### src/rtl/score_table_ctrl.sv
// Score-table controller: read-modify-write updates per player ID against a
// single-port synchronous RAM, plus a valid/ready dump of the whole table.
module score_table_ctrl #(
    parameter int ID_W    = 16,
    parameter int SCORE_W = 16,
    parameter int DEPTH   = 256,
    parameter int RAM_LAT = 2,
    parameter int MODE    = 0
) (
    input  logic               clk,
    input  logic               rst,
    input  logic               cmd_valid,
    output logic               cmd_ready,
    input  logic               cmd_op,
    input  logic [ID_W-1:0]    cmd_id,
    input  logic [SCORE_W-1:0] cmd_score,
    output logic               cmd_err,
    output logic [ID_W-1:0]    ram_addr,
    output logic               ram_wren,
    output logic [SCORE_W-1:0] ram_wdata,
    input  logic [SCORE_W-1:0] ram_rdata,
    output logic               out_valid,
    input  logic               out_ready,
    output logic [ID_W-1:0]    out_id,
    output logic [SCORE_W-1:0] out_score,
    output logic               out_last,
    output logic               busy
);
    typedef enum logic [2:0] {IDLE, UPD_RD, UPD_WR, DMP_RD, DMP_OUT} state_t;

    localparam logic [2:0]      LAT_CNT   = 3'(RAM_LAT);
    localparam logic [ID_W:0]   DEPTH_EXT = (ID_W+1)'(DEPTH);
    localparam logic [ID_W-1:0] LAST_IDX  = ID_W'(DEPTH-1);

    state_t             state_reg, state_next;
    logic [2:0]         cnt_reg, cnt_next;
    logic [ID_W-1:0]    idx_reg, idx_next;
    logic [SCORE_W-1:0] score_reg, score_next;
    logic [ID_W-1:0]    ram_addr_reg, ram_addr_next;
    logic               ram_wren_reg, ram_wren_next;
    logic [SCORE_W-1:0] ram_wdata_reg, ram_wdata_next;
    logic               out_valid_reg, out_valid_next;
    logic [ID_W-1:0]    out_id_reg, out_id_next;
    logic [SCORE_W-1:0] out_score_reg, out_score_next;
    logic               out_last_reg, out_last_next;
    logic               cmd_err_reg, cmd_err_next;

    logic [SCORE_W:0]   sum_ext;
    logic [SCORE_W-1:0] new_score;

    // Update policy applied to the value just read back from the RAM.
    always_comb begin
        sum_ext = {1'b0, ram_rdata} + {1'b0, score_reg};
        case (MODE)
            1:       new_score = sum_ext[SCORE_W] ? '1 : sum_ext[SCORE_W-1:0];
            2:       new_score = (ram_rdata > score_reg) ? ram_rdata : score_reg;
            default: new_score = score_reg;
        endcase
    end

    always_comb begin
        state_next     = state_reg;
        cnt_next       = cnt_reg;
        idx_next       = idx_reg;
        score_next     = score_reg;
        ram_addr_next  = ram_addr_reg;
        ram_wren_next  = 1'b0;
        ram_wdata_next = ram_wdata_reg;
        out_valid_next = out_valid_reg;
        out_id_next    = out_id_reg;
        out_score_next = out_score_reg;
        out_last_next  = out_last_reg;
        cmd_err_next   = 1'b0;
        case (state_reg)
            IDLE: begin
                if (cmd_valid) begin
                    if (cmd_op) begin
                        idx_next      = '0;
                        ram_addr_next = '0;
                        cnt_next      = '0;
                        state_next    = DMP_RD;
                    end else if ({1'b0, cmd_id} >= DEPTH_EXT) begin
                        cmd_err_next = 1'b1;
                    end else begin
                        ram_addr_next = cmd_id;
                        score_next    = cmd_score;
                        cnt_next      = '0;
                        state_next    = UPD_RD;
                    end
                end
            end
            UPD_RD: begin
                if (cnt_reg == LAT_CNT) begin
                    ram_wren_next  = 1'b1;
                    ram_wdata_next = new_score;
                    state_next     = UPD_WR;
                end else begin
                    cnt_next = cnt_reg + 3'd1;
                end
            end
            UPD_WR: state_next = IDLE;
            DMP_RD: begin
                if (cnt_reg == LAT_CNT) begin
                    out_valid_next = 1'b1;
                    out_id_next    = idx_reg;
                    out_score_next = ram_rdata;
                    out_last_next  = (idx_reg == LAST_IDX);
                    state_next     = DMP_OUT;
                end else begin
                    cnt_next = cnt_reg + 3'd1;
                end
            end
            DMP_OUT: begin
                // Entry held stable until the sink takes it.
                if (out_ready) begin
                    out_valid_next = 1'b0;
                    if (out_last_reg) begin
                        out_last_next = 1'b0;
                        state_next    = IDLE;
                    end else begin
                        idx_next      = idx_reg + ID_W'(1);
                        ram_addr_next = idx_reg + ID_W'(1);
                        cnt_next      = '0;
                        state_next    = DMP_RD;
                    end
                end
            end
            default: state_next = IDLE;
        endcase
    end

    always_ff @(posedge clk or negedge rst) begin
        if (!rst) begin
            state_reg     <= IDLE;
            cnt_reg       <= '0;
            idx_reg       <= '0;
            score_reg     <= '0;
            ram_addr_reg  <= '0;
            ram_wren_reg  <= 1'b0;
            ram_wdata_reg <= '0;
            out_valid_reg <= 1'b0;
            out_id_reg    <= '0;
            out_score_reg <= '0;
            out_last_reg  <= 1'b0;
            cmd_err_reg   <= 1'b0;
        end else begin
            state_reg     <= state_next;
            cnt_reg       <= cnt_next;
            idx_reg       <= idx_next;
            score_reg     <= score_next;
            ram_addr_reg  <= ram_addr_next;
            ram_wren_reg  <= ram_wren_next;
            ram_wdata_reg <= ram_wdata_next;
            out_valid_reg <= out_valid_next;
            out_id_reg    <= out_id_next;
            out_score_reg <= out_score_next;
            out_last_reg  <= out_last_next;
            cmd_err_reg   <= cmd_err_next;
        end
    end

    assign cmd_ready = (state_reg == IDLE);
    assign busy      = ~cmd_ready;
    assign cmd_err   = cmd_err_reg;
    assign ram_addr  = ram_addr_reg;
    assign ram_wren  = ram_wren_reg;
    assign ram_wdata = ram_wdata_reg;
    assign out_valid = out_valid_reg;
    assign out_id    = out_id_reg;
    assign out_score = out_score_reg;
    assign out_last  = out_last_reg;
endmodule

### config.mk
export PLATFORM = sky130hd
export DESIGN_NAME = score_table_ctrl
export DESIGN_NICKNAME = d
export VERILOG_FILES = /design/src/rtl/score_table_ctrl.sv
export SDC_FILE = /design/constraint.sdc
export NUM_CORES = 1
export LEC_CHECK = 0
export ABC_AREA = 0
export CAP_MARGIN = 30
export CORE_MARGIN = 5
export CORE_UTILIZATION = 40
export DETAILED_ROUTE_END_ITERATION = 6
export DONT_BUFFER_PORTS = 1
export GPL_TIMING_DRIVEN = 1
export PLACE_DENSITY = 0.61
export SYNTH_ARGS = -nofsm -noshare
export SYNTH_HDL_FRONTEND = slang
export SYNTH_SLANG_ARGS = --single-unit
### constraint.sdc
create_clock -name clk -period 2.2 [get_ports clk]
set_input_delay 0.22 -clock clk [delete_from_list [all_inputs] [get_ports clk]]
set_output_delay 0.22 -clock clk [all_outputs]
set_load 0.02 [all_outputs]
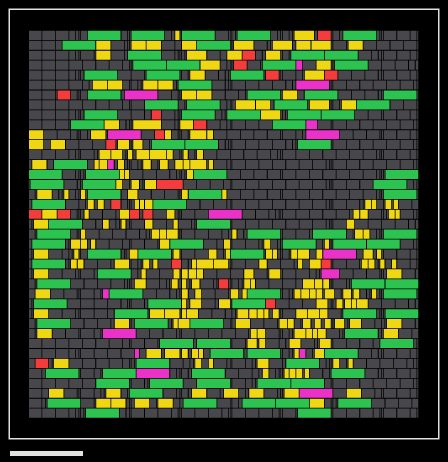
placement_by_type.png
The bar under the picture is 20 µm long. Fill, decap, tap and diode cells in gray.
Key: magenta = clock drivers and dummy loads [cells 16, share of their area 5.5%]; red = other buffers and delay cells [cells 21, share of their area 3.9%]; green = flops [cells 106, share of their area 54%]; yellow = combinational and other logic [cells 244, share of their area 37%]
final cell area excluding filler cells: 5132 µm²
Placement Rows: 39
core footprint: 11320 µm²

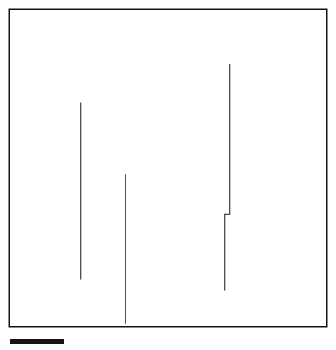
layer_met4.png
The bar under the picture is 20 µm long.
The layer carries 206 µm of wire. The wires run mostly vertical.
Post-Route WL: 10080 µm
Via Count: 2848

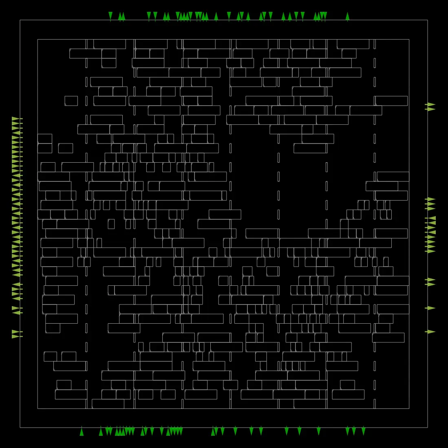
placement.png
number of filler cells placed in the layout: 1050
post-route core utilization: 45.34%

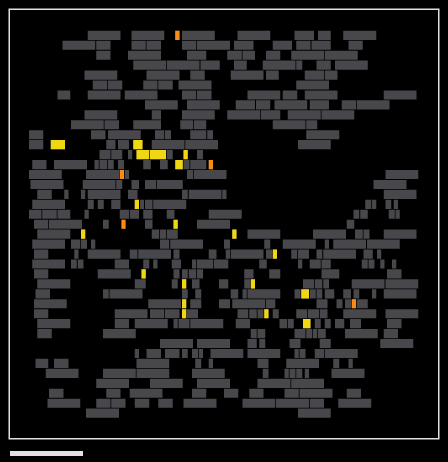
logic_types.png
The bar under the picture is 20 µm long.
Key: yellow = NOR gates [cells 19]; orange = inverters [cells 5]
fraction of area in multi-input gates: 35.32%
most frequently placed logic cell in the final layout: dfrtp_1
Final Instance Count excl. Fillers: 531

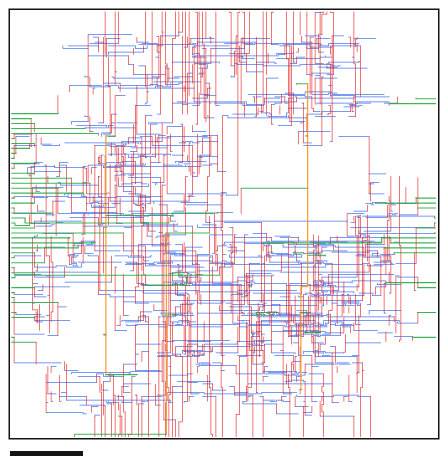
wires.png
The bar under the picture is 20 µm long.
Key: green = metal 3 [wire length 753 µm]; blue = metal 1 [wire length 4390 µm]; orange = metal 4 [wire length 206 µm]; red = metal 2 [wire length 4730 µm]
WL/cell: 18.99 µm
aggregate global-route resource usage: 15.40%

==> impl_metrics.toml <==
# implementation run metrics
[logic_synthesis]
synth.comb.largest_family = "multiplexers"
synth.ff_latch_count = 106
synth.yosys.seq_area_share_pct = 57.83
synthArstFlopShare_pct = 100.0
enable_flop_cells = 0

[outcome]
violations = "hold timing"
status = "finished with violations"

[clock_tree]
cts_buffers = 9

[setup_path]
critical-path-top-delay-family = "flip-flops"
data_arrival_time_of_the_critical_path_ns = 2.01
worst_path_max_delay_cell = "dfrtp_1"

[flow_run]
cap_violations = 0

[sta]
finalClockSkew_ns = 0.004642
hold-worst-slack_ns = -0.4357
worst_slack_ns = 0.4226
final-hold-violation-count = 106

[power]
power_report.internal_total_uw = 3465
p_sw_uw = 1725
share_seq_of_total_power_pct = 54.7

[final_layout]
highest_count_cells_in_the_layout_ignoring_fill_and_taps = "106 x dfrtp_1, 55 x mux2_2, 38 x o21ai_0"
area_growth_syn_to_layout_pct = 11.89

[detailed_routing]
initialDrtViolationCount = 158

[floorplan]
fp-utilization_pct = 40.52
worst max-delay path by stage:
stage	endpoint	cells past startpoint	slack [ns]
6_report	ram_wdata[6]$_DFFE_PN0P_	6	0.42
5_1_grt	idx_reg[13]$_DFFE_PN0P_	5	0.25
4_1_cts	ram_wdata[6]$_DFFE_PN0P_	6	0.40
3_5_place_dp	new_score[11]$_DFFE_PN0P_	4	0.31
3_3_place_gp	new_score[14]$_DFFE_PN0P_	4	0.35
2_1_floorplan	ram_wdata[10]$_DFFE_PN0P_	6	0.33
routing by layer:
metal	track usage, %	routed length, µm	vias up
li1	-	-	1339
met1	20.27	4390	1408
met2	22.90	4732	90
met3	5.141	753	11
met4	7.416	205	0
met5	0	0	-
cells by family after synthesis:
kind of cell,after synthesis
flip-flops,106
AND/OR/NAND/NOR,91
AND-OR/OR-AND,66
multiplexers,66
buffers and inverters,28
XOR/XNOR,13
adder cells (fa/ha/maj),3
area by class of cell:
class                   instances  share of cell area [%]
flip-flops and latches        106                   51.68
multi-input cells             239                   35.32
clock buffers                  11                   4.729
repair buffers                 21                   3.803
well taps                     143                   3.486
clock inverters                 5                  0.5607
inverters                       5                  0.3657
diodes                          1                 0.04876
worst register-to-register path, delay by kind of cell (launching register included):
family / cells / cell delay [ns]
adders and majority gates: 1 / 0.16
muxes: 1 / 0.38
buffers and inverters: 2 / 0.34
DFF: 1 / 0.41
and+or+nand+nor: 2 / 0.38
timing repair:
item	in CTS	in global routing
hold endpoints to repair	113	109
buffers inserted	0	0
hold buffers	7	3
power groups by stage:
stage | registers [µW] | logic (µW) | clock network (µW)
after global placement | 2870 | 821 | 0
final | 2840 | 852 | 1500
after global routing | 2880 | 961 | 1640
after CTS | 2850 | 862 | 1560
after detailed placement | 2880 | 851 | 0
after floorplan | 2810 | 655 | 0
No activity file was given, so power comes from the tool's default toggle rates.
